Fig. 1: run 1, sequential cells colored by netlist name
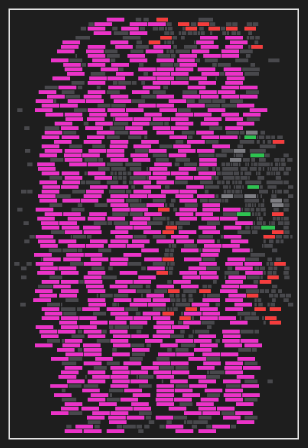
Fig. 2: run 1, the metal 1 layer
Supply wires on this layer in gray. Cells faint in the background.
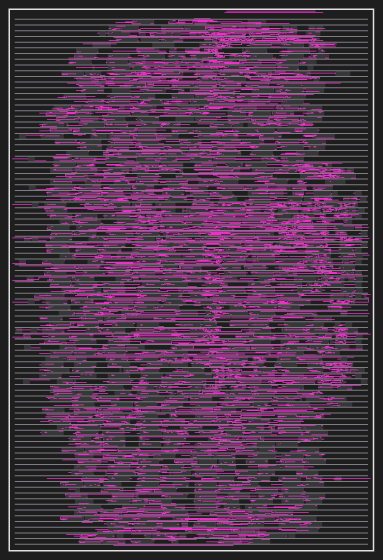
Fig. 3: run 1, nets reached from selected ports
Scale bar: 50 µm.
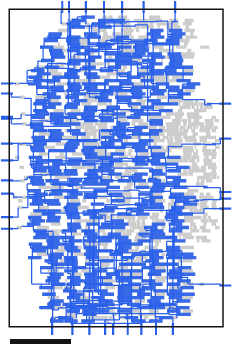
==> config.mk <==
export PLATFORM = sky130hd
export DESIGN_NAME = sync_fifo
export DESIGN_NICKNAME = d
export VERILOG_FILES = /design/src/rtl/sync_fifo_pkg.sv /design/src/rtl/sync_fifo_mem.sv /design/src/rtl/sync_fifo.sv
export SDC_FILE = /design/constraint.sdc
export NUM_CORES = 1
export LEC_CHECK = 0
export CAP_MARGIN = 40
export CORE_ASPECT_RATIO = 1.5
export CORE_MARGIN = 2
export CORE_UTILIZATION = 50
export DETAILED_ROUTE_END_ITERATION = 10
export PLACE_DENSITY = 0.67
export SETUP_SLACK_MARGIN = 0.2
export SYNTH_ARGS = -nofsm -noshare
export SYNTH_HDL_FRONTEND = slang
export SYNTH_SLANG_ARGS = --single-unit
==> constraint.sdc <==
create_clock -name clk -period 6.1 [get_ports clk]
set_input_delay 1.22 -clock clk [delete_from_list [all_inputs] [get_ports clk]]
set_output_delay 1.22 -clock clk [all_outputs]
set_load 0.02 [all_outputs]
==> reports/metrics.cfg, run 1 <==
[run_status]
status=finished clean

[routing]
ant_nets=0
met3_length_mm=2.53

[yosys]
mux_share_pct=14.1
top_area_share_pct=71.8
async_flop_share_pct=0
ys_ff=556
yosys.area_share.aoi_pct=5.04
yosys_most_used_dff=edfxtp_1
top_logic_kind=multiplexers
synth.avg_cell_area_um2=21.0
syn_inst=1020
synth-area-yosys_um2=21400

[global_route]
met1_usage_pct=28.7
grt_pass1_vias=10500
grt_max_degree=104
grt_antenna_before_repair=0

[pwr]
seqPwrFrac_pct=55.0
clock_power_share_pct=37.6
p_total_mw=7.75
p_sw_mw=1.69

[critical_path]
worstSetupStartpointType=flip-flop
r2r_slack_ns=2.03
path_class=reg2out
cp.required_ns=4.88
crit_arrival_ns=3.66

[clocking]
cts_buffers=48
path_clk_slew_ns=0.06

[placed_design]
dp_cells=1630

[die]
chip_area_um2=44500
tap_cells=564
num_rows=92
fp.dieW_um=173

[job]
maxCapViolCount=0

[cells_and_area]
comb_area_share_pct=19.7
layout_top_cells=edfxtp_1 (512), mux4_2 (127), clkdlybuf4s50_1 (78)

[worst_hold_path]
min_delay_path_depth=2

[final_timing]
slew-limit-headroom_pct=36.6
rsz0062_at_grt=false
setup_viol=0
fin_crit_sh_pct=79.9

Notes on Fig. 1 above:
rdata: shown in red, flops 32. u_mem.mem: shown in magenta, flops 512. rptr: shown in green, flops 5, where right middle.
Seq power: 4.26 mW
final core occ: 58.7%

Notes on Fig. 2 above:
1,090 nets have wire on it. The wires run mostly horizontal. The layer carries 18,900 µm of wire.
via count: 10,400
Post-Route WL: 45.6 mm

Notes on Fig. 3 above:
wdata: shown in blue, direction input, edge 10 left, 9 bottom, 7 top, 6 right, end cells 512, buffers 32, wire 7,690 µm.
# IOs: 80
port buffer count: 79

## run 1: power by group through the flow
stage | Combinational [mW] | Sequential [mW] | Clock, mW
2_1_floorplan | 0.283 | 4.37 | 0
3_3_place_gp | 0.560 | 4.34 | 0
3_5_place_dp | 0.575 | 4.35 | 0
4_1_cts | 0.578 | 4.26 | 2.97
5_1_grt | 0.611 | 4.27 | 3.10
6_report | 0.570 | 4.26 | 2.91
## run 1: critical path, cell delays in order (launching register included)
cell	delay [ns]
dfxtp_4	0.51
ha_1	0.32
fa_1	0.43
nand2b_1	0.19
a21oi_2	0.23
xor2_4	0.18
inv_2	0.14
a2111oi_0	0.38
clkdlybuf4s50_1	0.68
Fig. 4: run 1, congestion heat map
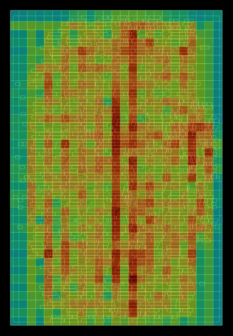

==> run 2: changes to the inputs <==
clock period = 4.9 ns   (was 6.1 ns; I/O delays follow)
Fig. 5: run 2, congestion heat map
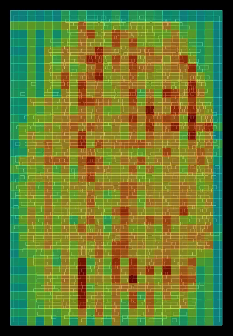
met1 Usage GRT: 27.8%
final core occ: 59.0%
met3 Track Usage GR: 2.84%
GRT Max-Usage Layer: met2

Fig. 6: run 2, M2 wires
Cells faint in the background.
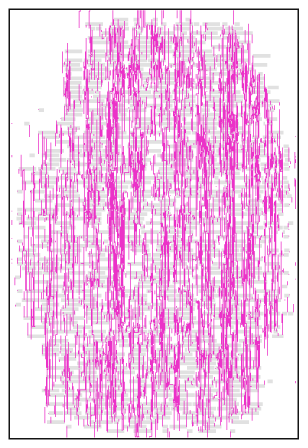
The layer holds 52% of the routed length. The longest straight run is 87.0 µm. The layer carries 24.0 mm of wire.
via count: 10,600
Post-Route WL: 46.3 mm
met2 Usage GRT: 35.8%

Fig. 7: run 2, sequential cells colored by netlist name
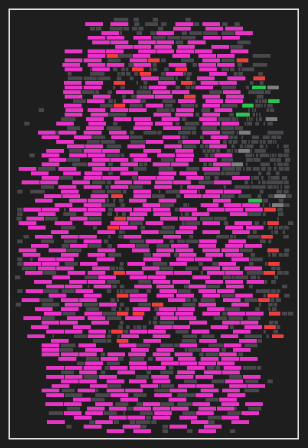
rptr: shown in green, flops 5, where top right. u_mem.mem: shown in magenta, flops 512. rdata: shown in red, flops 32.
flop share of the area: 65.4%
Register Area: 16,300 µm²
Seq power: 5.29 mW

==> run 2 against run 1 <==
Via count grew 1.8%. Core utilization grew 0.30 points. Final cell count grew 0.76%. Wire length grew 1.5%.
==> reports/metrics.cfg, run 2 <==
[run_status]
status=finished clean

[routing]
m1WireLength_mm=18.3
ant_nets=0  ; unchanged
met3_length_mm=2.61  ; +3.2%
vias_per_cell=6.12
routed-wl-met2_mm=24.0

[global_route]
grt_overflow=0
grt.total_usage_pct=20.9
grt_antenna_before_repair=2  ; +2
grt_pass1_vias=10900  ; +3.8%
grt_max_degree=44  ; -58%

[die]
num_rows=92  ; unchanged
ioPinCount=80  ; unchanged
fp.dieW_um=173  ; unchanged
chip_area_um2=44500  ; unchanged

[critical_path]
crit_arrival_ns=3.52  ; -0.14 ns
path_cells=inv_1 -> ha_1 -> fa_1 -> nand2b_1 -> a21oi_2 -> xor2_4 -> inv_2 -> a2111oi_0 -> clkdlybuf4s50_1
cp.depth=9  ; +1
r2r_slack_ns=1.11  ; -0.92 ns
path_class=reg2out
critPathMaxStageDelay_ns=0.68  ; about the same
crit_path_top_delay_cell=clkdlybuf4s50_1
critical_path.top_delay_family=buffers and inverters
worstSetupStartpointType=flip-flop
critPathBufInv=3  ; +1
worstPathMaxFanout=9
worst_setup_path_end_kind=output port
cp.required_ns=3.92  ; -0.96 ns

[yosys]
yosys_most_used_dff=edfxtp_1
synth-area-yosys_um2=21400  ; unchanged
synth_warnings=0
xor_area_share_pct=0.234
synth.avg_cell_area_um2=21.0  ; unchanged
async_flop_share_pct=0  ; unchanged
ys_ff=556  ; unchanged
mux_share_pct=14.1  ; unchanged
syn_inst=1020  ; unchanged
top_logic_kind=multiplexers
simple_gate_share_pct=2.53
fp_nets=1067
yosys.area_share.aoi_pct=5.04  ; unchanged
synth.cellmix.adderShare_pct=0.620
synth.distinct_cells=45
top_area_share_pct=71.8  ; unchanged
yosysSeqAreaShare_pct=75.9
synthTopCellsByArea=edfxtp_1 (72%), mux4_2 (13%), dfxtp_1 (4.1%)

[cells_and_area]
num_antenna_cells=0
logic_area_um2=4860
layout_top_cells=edfxtp_1 (512), mux4_2 (127), clkdlybuf4s50_1 (78)
nFillCells=3049
fin_cells=1732
area_delta_synth_final_pct=16.2

[clocking]
post_cts_buffers=0
cts_hold_buf=0
clock_sinks=556
htree_levels=2
post_cts_resized=0
cts_buffers=50  ; +4.2%
path_clk_slew_ns=0.07  ; about the same
cts_buffer_depth=3

[final_timing]
slew-limit-headroom_pct=46.3  ; +9.7 points
rsz0062_at_grt=false
period_minus_slack_ns=4.50
fin_crit_sh_pct=91.9
setup_viol=0  ; unchanged
hold_slack_ns=0.466

[pwr]
powerDensity_nw_per_um2=406
p_total_mw=10.1  ; +30%

[job]
maxCapViolCount=0  ; unchanged
openroad.warnings=29

[placed_design]
dp_cells=1639  ; +0.55%
numPortBuffers=79  ; unchanged
gp_congestion=0.784

[worst_hold_path]
min_delay_path_depth=1  ; -1
min_path_type=reg2reg

[run 2: cell counts after synthesis]
No cell type changed its count.
[run 2: cell families after synthesis]
kind of cell               Yosys count
DFF                                556
adders and majority gates           10
muxes                              142
xor gates and xnor gates             4
and+or+nand+nor                     93
AOI/OAI and AO/OA                  140
buffers and inverters               75
[run 2: where the power goes]
group,total (mW),internal (mW),switching [mW],leakage (nW)
Combinational,0.709,0.323,0.387,1.82
Clock,4.08,2.41,1.67,0.852
Sequential,5.29,5.24,0.0531,4.97
[run 2: final cells by class]
cell class	instances	area share [%]
Clock inverter	24	1.18
Clock buffer	69	5.77
Timing Repair Buffer	120	5.07
Multi-Input combinational cell	389	19.6
Sequential cell	556	65.4
Inverter	10	0.151
Tap cell	564	2.84
Power and IR drop assume default switching activity.
